layer_met1.png
Bar = 10 um.
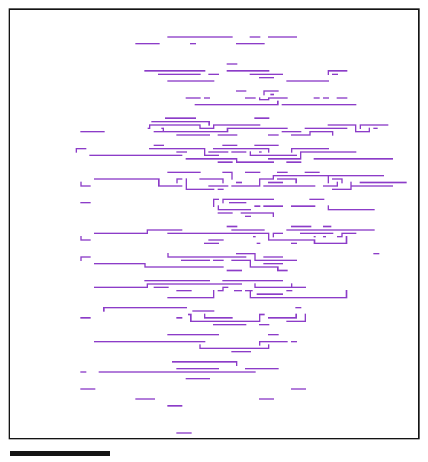
layer_met2.png
Bar = 10 um. Cells faint in the background.
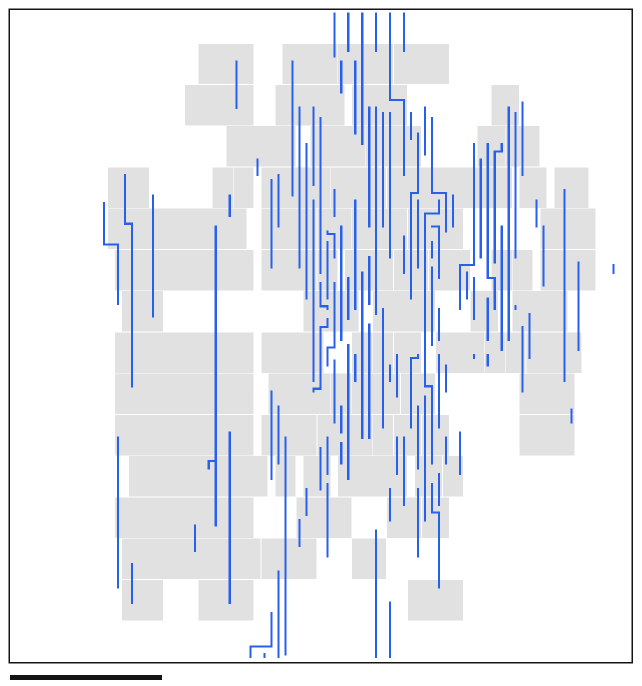
layer_met3.png
Bar = 10 um. Cells faint in the background.
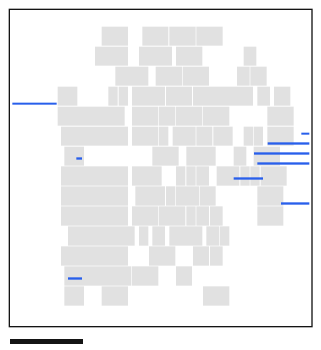
===== config.mk =====
export PLATFORM = sky130hd
export DESIGN_NAME = rr_path_arbiter
export DESIGN_NICKNAME = d
export VERILOG_FILES = /design/src/rtl/rr_path_arbiter.sv
export SDC_FILE = /design/constraint.sdc
export NUM_CORES = 1
export LEC_CHECK = 0
export CORE_AREA = 2 2 39 41
export DETAILED_ROUTE_END_ITERATION = 16
export DIE_AREA = 0 0 41 43
export PLACE_DENSITY = 0.84
export SLEW_MARGIN = 40
export SYNTH_ARGS = -nofsm -noshare
export SYNTH_HDL_FRONTEND = slang
export SYNTH_SLANG_ARGS = --single-unit

===== constraint.sdc =====
create_clock -name clk -period 4.8 [get_ports clk]
set_input_delay 0.48 -clock clk [delete_from_list [all_inputs] [get_ports clk]]
set_output_delay 0.48 -clock clk [all_outputs]
set_load 0.01 [all_outputs]

===== src/rtl/rr_path_arbiter.sv =====
// rr_path_arbiter
//   Round-robin arbiter sharing one downstream FIFO path between NREQ
//   requesters. The winner is locked for up to MAX_BURST beats so that
//   its back-to-back beats stay contiguous. After the lock ends, the scan
//   pointer rotates past that owner.
//
//   Handshake: a beat is any cycle where gnt_o != 0. gnt_o[k] is raised
//   only when req_i[k] and ready_i are both high in that same cycle, so
//   the requester and the downstream both see the transfer
//   combinationally.
//
// Ports:
//   clk          rising-edge clock
//   rst_n        asynchronous active-low reset (also forces gnt_o to 0)
//   req_i        per-path request vector
//   ready_i      downstream accepts a beat this cycle
//   gnt_o        one-hot-or-zero grant, combinational
//   owner_o      locked owner index (meaningful while busy_o)
//   busy_o       arbiter is in LOCKED state (state debug view)
//   burst_cnt_o  beats issued in the current lock
module rr_path_arbiter #(
    parameter int NREQ      = 4,
    parameter int MAX_BURST = 4,
    parameter int IWIDTH    = $clog2(NREQ),
    parameter int CWIDTH    = $clog2(MAX_BURST + 1)
) (
    input  logic              clk,
    input  logic              rst_n,
    input  logic [NREQ-1:0]   req_i,
    input  logic              ready_i,
    output logic [NREQ-1:0]   gnt_o,
    output logic [IWIDTH-1:0] owner_o,
    output logic              busy_o,
    output logic [CWIDTH-1:0] burst_cnt_o
);

    typedef enum logic {
        IDLE   = 1'b0,
        LOCKED = 1'b1
    } state_t;

    state_t            state;
    logic [IWIDTH-1:0] ptr;
    logic [IWIDTH-1:0] owner;
    logic [CWIDTH-1:0] cnt;

    logic [IWIDTH-1:0] win;
    logic              any_req;
    logic              owner_req;
    logic              last_beat;
    int                idx;

    // Index after i, wrapping NREQ-1 to 0 (correct for non-power-of-2 NREQ).
    function automatic logic [IWIDTH-1:0] next_idx(input logic [IWIDTH-1:0] i);
        if (int'(i) == NREQ - 1) begin
            return '0;
        end
        return i + IWIDTH'(1);
    endfunction

    // First set request scanning ptr, ptr+1, ... modulo NREQ.
    always_comb begin
        logic found;
        win   = '0;
        found = 1'b0;
        idx   = 0;
        for (int i = 0; i < NREQ; i++) begin
            idx = int'(ptr) + i;
            if (idx >= NREQ) begin
                idx = idx - NREQ;
            end
            if (!found && req_i[idx]) begin
                win   = IWIDTH'(idx);
                found = 1'b1;
            end
        end
    end

    assign any_req   = |req_i;
    assign owner_req = req_i[owner];
    // The beat that makes cnt reach MAX_BURST ends the lock.
    assign last_beat = (cnt == CWIDTH'(MAX_BURST - 1));

    always_comb begin
        gnt_o = '0;
        if (rst_n) begin
            case (state)
                IDLE: begin
                    if (ready_i && any_req) begin
                        gnt_o[win] = 1'b1;
                    end
                end
                LOCKED: begin
                    if (owner_req && ready_i) begin
                        gnt_o[owner] = 1'b1;
                    end
                end
                default: gnt_o = '0;
            endcase
        end
    end

    always_ff @(posedge clk or negedge rst_n) begin
        if (!rst_n) begin
            state <= IDLE;
            ptr   <= '0;
            owner <= '0;
            cnt   <= '0;
        end else begin
            case (state)
                IDLE: begin
                    if (ready_i && any_req) begin
                        if (MAX_BURST == 1) begin
                            // A single-beat lock never enters LOCKED.
                            ptr <= next_idx(win);
                        end else begin
                            state <= LOCKED;
                            owner <= win;
                            cnt   <= CWIDTH'(1);
                        end
                    end
                end
                LOCKED: begin
                    if (!owner_req) begin
                        // Owner dropped its request: release with a bubble.
                        state <= IDLE;
                        ptr   <= next_idx(owner);
                        cnt   <= '0;
                    end else if (ready_i) begin
                        if (last_beat) begin
                            state <= IDLE;
                            ptr   <= next_idx(owner);
                            cnt   <= '0;
                        end else begin
                            cnt <= cnt + CWIDTH'(1);
                        end
                    end
                end
                default: state <= IDLE;
            endcase
        end
    end

    assign owner_o     = owner;
    assign busy_o      = (state == LOCKED);
    assign burst_cnt_o = cnt;

endmodule


==> changes_impl.md <==
### Changed

- Outcome: complete, no violations
- First-pass GRT wire length: 1920 um
- Vias per cell: 5.49
- Buf/Inv on CP: 2
- Crit Reg-Reg Endpoint: ptr[1]
- Ant. Diodes: 0
- Hold Violations, Final: 0
- Post-CTS sizing: 0
- GRT met1 Usage: 0.200
- Leak: 0.346 nW
- Highest Signal Layer: met4
- Clk power: 46.6 uW
- Main flop type: dfrtp_1
- EDFF count, synth: 0
- Netlist cell types: 24
- DRC violation count after routing: 0
- Pins Over Slew Limit: 0
- Combinational share of power: 0.562
- Initial antenna violation count: 0
- Unrepaired setup endpoints after global routing: no
-- layer_met1.png (at the start) --
wire length on this layer: 571 um
main direction: horizontal
longest straight run: 15.6 um

-- layer_met2.png (at the start) --
share of all routed wire: 49%
nets with wire on the layer: 76

-- layer_met3.png (at the start) --
share of all routed wire: 2.9%
nets with wire on the layer: 8
longest straight run: 7.20 um
met3 Resource Use GR: 0.0157
Total Wirelength: 1230 um
vias: 522

==> Yosys cell counts, types with 2 or more instances <==
library cell  number  area (sq um)
a21oi_1            7          35.0
a32o_1             4          40.0
and2_1             2          12.5
dfrtp_1            8           200
ha_1               5          62.6
inv_1              6          22.5
mux2_2             2          22.5
mux2i_1            3          30.0
nand2_1            2          7.51
nor2_1             5          18.8
nor2b_1            2          12.5
o21ai_0            2          10.0
==> sequential cells by signal (all words and copies together), names as in the netlist <==
name         flops
owner_o          2
burst_cnt_o      3
ptr              2
busy_o           1
==> through the flow <==
stage	instance area, sq um	util	std cells
final	788	0.570	95
after global routing	788	0.570	95
after CTS	788	0.570	95
after detailed placement	766	0.553	92
after global placement	766	0.553	92
after floorplan	586	-	60
No activity file was given, so power comes from the tool's default toggle rates.
